[src/rtl/sw_debounce_mmio.sv]
// Slide-switch MMIO peripheral: 2-flop sync, per-bit debounce, sticky change flags
// and an accept-event counter behind a 16-byte register window.
module sw_debounce_mmio #(
    parameter int          WIDTH           = 8,
    parameter int          DEBOUNCE_CYCLES = 50000,
    parameter logic [15:0] BASE_ADDR       = 16'hA010
) (
    input  logic             clk,
    input  logic             reset,
    input  logic [WIDTH-1:0] i_sw,
    input  logic [31:0]      i_addr,
    input  logic             i_read,
    input  logic             i_write,
    input  logic [31:0]      i_wrdata,
    output logic [31:0]      o_rddata,
    output logic             o_irq,
    output logic [WIDTH-1:0] o_sw_stable
);

    localparam int              CNT_W   = $clog2(DEBOUNCE_CYCLES);
    localparam logic [CNT_W-1:0] CNT_MAX = CNT_W'(DEBOUNCE_CYCLES - 1);

    localparam logic [1:0] REG_DATA    = 2'd0;
    localparam logic [1:0] REG_CHANGED = 2'd1;
    localparam logic [1:0] REG_COUNT   = 2'd2;

    logic [WIDTH-1:0]            sync1, sync2, stable, changed;
    logic [WIDTH-1:0]            accept, clr_mask;
    logic [WIDTH-1:0][CNT_W-1:0] cnt;
    logic [15:0]                 count;
    logic                        hit, wr_changed, wr_count;
    logic [1:0]                  sel;
    logic [31:0]                 rd_mux;
    logic                        unused_bits;

    assign hit        = (i_addr[15:4] == BASE_ADDR[15:4]);
    assign sel        = i_addr[3:2];
    assign wr_changed = i_write && hit && (sel == REG_CHANGED);
    assign wr_count   = i_write && hit && (sel == REG_COUNT);
    assign clr_mask   = wr_changed ? i_wrdata[WIDTH-1:0] : '0;
    assign unused_bits = ^{i_addr[31:16], i_addr[1:0], i_wrdata[31:WIDTH]};

    always_ff @(posedge clk or posedge reset) begin
        if (reset) begin
            sync1 <= '0;
            sync2 <= '0;
        end else begin
            sync1 <= i_sw;
            sync2 <= sync1;
        end
    end

    // Accept fires on the DEBOUNCE_CYCLES-th consecutive cycle sync2 disagrees with stable.
    always_comb begin
        accept = '0;
        for (int i = 0; i < WIDTH; i++)
            accept[i] = (sync2[i] != stable[i]) && (cnt[i] == CNT_MAX);
    end

    always_ff @(posedge clk or posedge reset) begin
        if (reset) begin
            cnt <= '0;
        end else begin
            for (int i = 0; i < WIDTH; i++) begin
                if (sync2[i] == stable[i] || cnt[i] == CNT_MAX)
                    cnt[i] <= '0;
                else
                    cnt[i] <= cnt[i] + CNT_W'(1);
            end
        end
    end

    always_ff @(posedge clk or posedge reset) begin
        if (reset) begin
            stable  <= '0;
            changed <= '0;
        end else begin
            stable  <= stable ^ accept;
            changed <= (changed & ~clr_mask) | accept;
        end
    end

    // A clear that lands on an accept cycle still counts that accept.
    always_ff @(posedge clk or posedge reset) begin
        if (reset)
            count <= '0;
        else if (wr_count)
            count <= {15'b0, |accept};
        else if (|accept)
            count <= count + 16'd1;
    end

    always_comb begin
        rd_mux = '0;
        case (sel)
            REG_DATA:    rd_mux = 32'(stable);
            REG_CHANGED: rd_mux = 32'(changed);
            REG_COUNT:   rd_mux = {16'b0, count};
            default:     rd_mux = '0;
        endcase
    end

    always_ff @(posedge clk or posedge reset) begin
        if (reset)
            o_rddata <= '0;
        else
            o_rddata <= (i_read && hit) ? rd_mux : '0;
    end

    assign o_irq       = |changed;
    assign o_sw_stable = stable;

endmodule

[config.mk]
export PLATFORM = sky130hd
export DESIGN_NAME = sw_debounce_mmio
export DESIGN_NICKNAME = d
export VERILOG_FILES = /design/src/rtl/sw_debounce_mmio.sv
export SDC_FILE = /design/constraint.sdc
export NUM_CORES = 1
export LEC_CHECK = 0
export ABC_AREA = 1
export CAP_MARGIN = 20
export CORE_UTILIZATION = 60
export CTS_CLUSTER_DIAMETER = 60
export CTS_CLUSTER_SIZE = 20
export DETAILED_ROUTE_END_ITERATION = 10
export PLACE_DENSITY = 0.85
export RECOVER_POWER = 50
export SLEW_MARGIN = 20
export SYNTH_ARGS = -nofsm -noshare
export SYNTH_HDL_FRONTEND = slang
export SYNTH_SLANG_ARGS = --single-unit
[constraint.sdc]
create_clock -name clk -period 13.65 [get_ports clk]
set_input_delay 3.4125 -clock clk [delete_from_list [all_inputs] [get_ports clk]]
set_output_delay 3.4125 -clock clk [all_outputs]
set_load 0.02 [all_outputs]
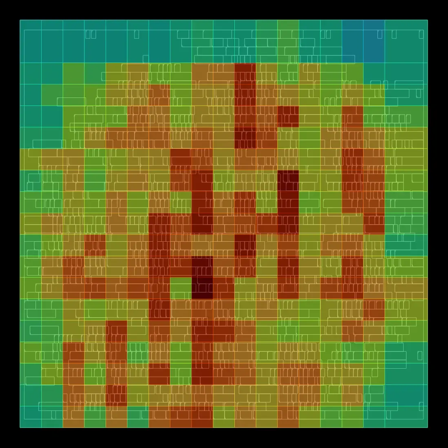
(congestion heat map)
fin util: 0.699
layer with the highest usage: met2
GRT met3 Usage: 0.0434
met2 Use GR: 0.455

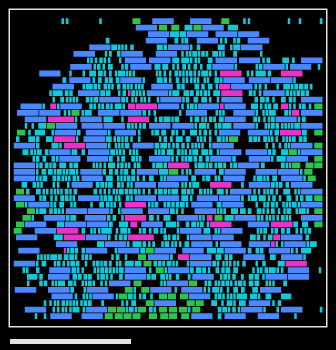
(placement by cell class)
The bar under the picture is 50 um long.
[clock drivers and dummy loads] magenta | cells: 32 | share of their area: 5.4%
[combinational and other logic] cyan | cells: 1027 | share of their area: 45%
[sequential cells] blue | cells: 192 | share of their area: 44%
[remaining buffers and delay cells] green | cells: 60 | share of their area: 5.5%

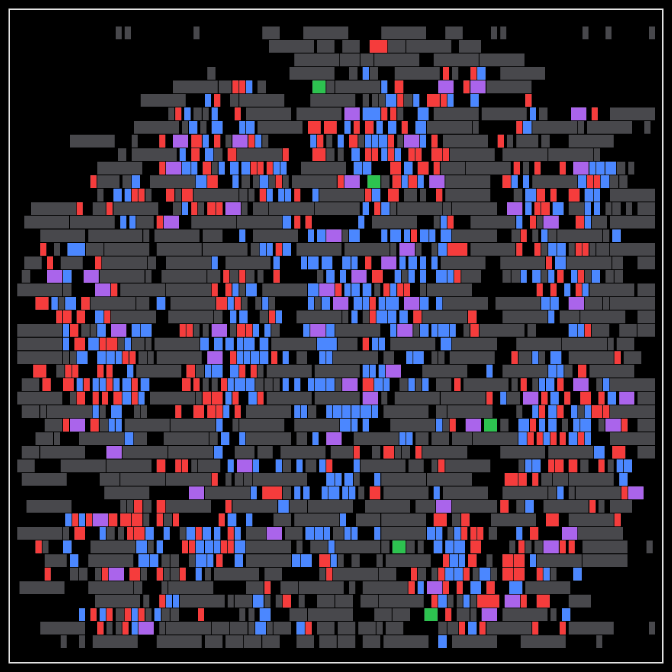
(gate families picked out)
[nor cells] red | cells: 300 | most used: nor2_1 | where: spread over the die
[non-inverting ao/oa cells] green | cells: 5 | most used: o21a_1
[xor and xnor cells] purple | cells: 55 | most used: xor2_1 | where: spread over the die
[nand cells] blue | cells: 376 | most used: nand2_1

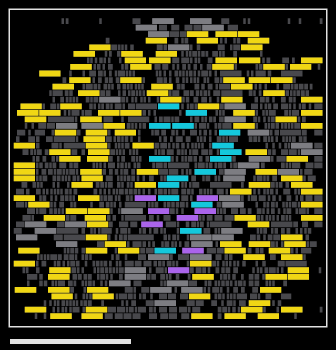
(sequential cells colored by netlist name)
The bar under the picture is 50 um long.
[changed] purple | placed flops: 8
[count] cyan | placed flops: 16 | where: middle
[cnt] yellow | placed flops: 128 | where: spread over the die
not colored: 40

==> run_results.csv <==
group,metric,value,unit
drt,vias_per_cell,5.48,
placement,hpwlAfterDp,15000,um
final_timing,setup-violations-final,0,
synthesis,synthArstFlopShare,1.00,
layout,layout_top_cell,"nor2_1",
synthesis,avgSynthCellArea,8.03,um2
die,io_pins,117,
synthesis,ys_sh_adder,0.0113,
drt,wl,21200,um
synthesis,yosys-stat-area,9990,um2
worst_setup_path,crit_path_start,"reset",
die,die_height,131,um
layout,largest_register_ff_count,128,
synthesis,synth.top_cell.area_share,0.481,
clock_network,ctsHoldBuffers,0,
pwr,p_per_area,101,nW/um2
flow_run,cap_viol_max_count,1,
clock_network,clkLatencyLatePin,0.44,ns
global_route,grt-ovfl-total,0,
min_path,hp-start,"sync1[6]",
layout,instances_no_fill,1527,
final_timing,drv_slew,112,
pwr,p_total,1.13,mW
min_path,min_path_cells,0,
final_timing,skew,0.00722,ns
synthesis,postSynthCellCount,1244,
worst_setup_path,cp_max_fo,111,
layout,syn2layout_area_growth,12.3,%
final_timing,period_used_share,0.513,
pwr,p_leak,5.03,nW
die,row_count,46,
worst_setup_path,path_delay_family,"buffers and inverters",
outcome,outcome,"finished, violations left",
synthesis,yosysWarnings,0,
worst_setup_path,r2r_setup_slack,11.61,ns
global_route,gr-usage-all-layers,0.264,
outcome,violations,"max-capacitance violations, max-slew violations",
layout,fillers,1230,
synthesis,synth_xor_xnor_area_share,0.0482,
clock_network,cts_inserted_buffers,17,
worst_setup_path,cp-start-kind,"primary input",
global_route,grt_pass1_wl,35400,um
flow_run,warning_count,70,
clock_network,cts_buffer_depth,2,
clock_network,post_cts_buffers,0,
layout,design_area,11200,um2
drt,drt-initial-drc-count,568,
-- area by class of cell --
| type | count | area [um2] | area share |
|---|---|---|---|
| inverter | 158 | 594 | 0.0529 |
| clock buffer | 21 | 460 | 0.0410 |
| sequential | 192 | 4800 | 0.428 |
| tap | 216 | 270 | 0.0241 |
| timing repair buffer | 60 | 603 | 0.0537 |
| clock inverter | 11 | 129 | 0.0115 |
| multi-input combinational | 869 | 4370 | 0.389 |
-- report_power, final --
part           switching, mW  internal [mW]  total [mW]
combinational         0.0325         0.0158      0.0483
clock                  0.219          0.281       0.500
sequential           0.00546          0.577       0.583
-- layer usage --
layer,up-vias,routed length (um),track usage
met4,0,467,0.103
met3,39,974,0.0434
met5,-,0,0
li1,4133,-,-
met2,205,10500,0.455
met1,3985,9260,0.333
No activity file was given, so power comes from the tool's default toggle rates.
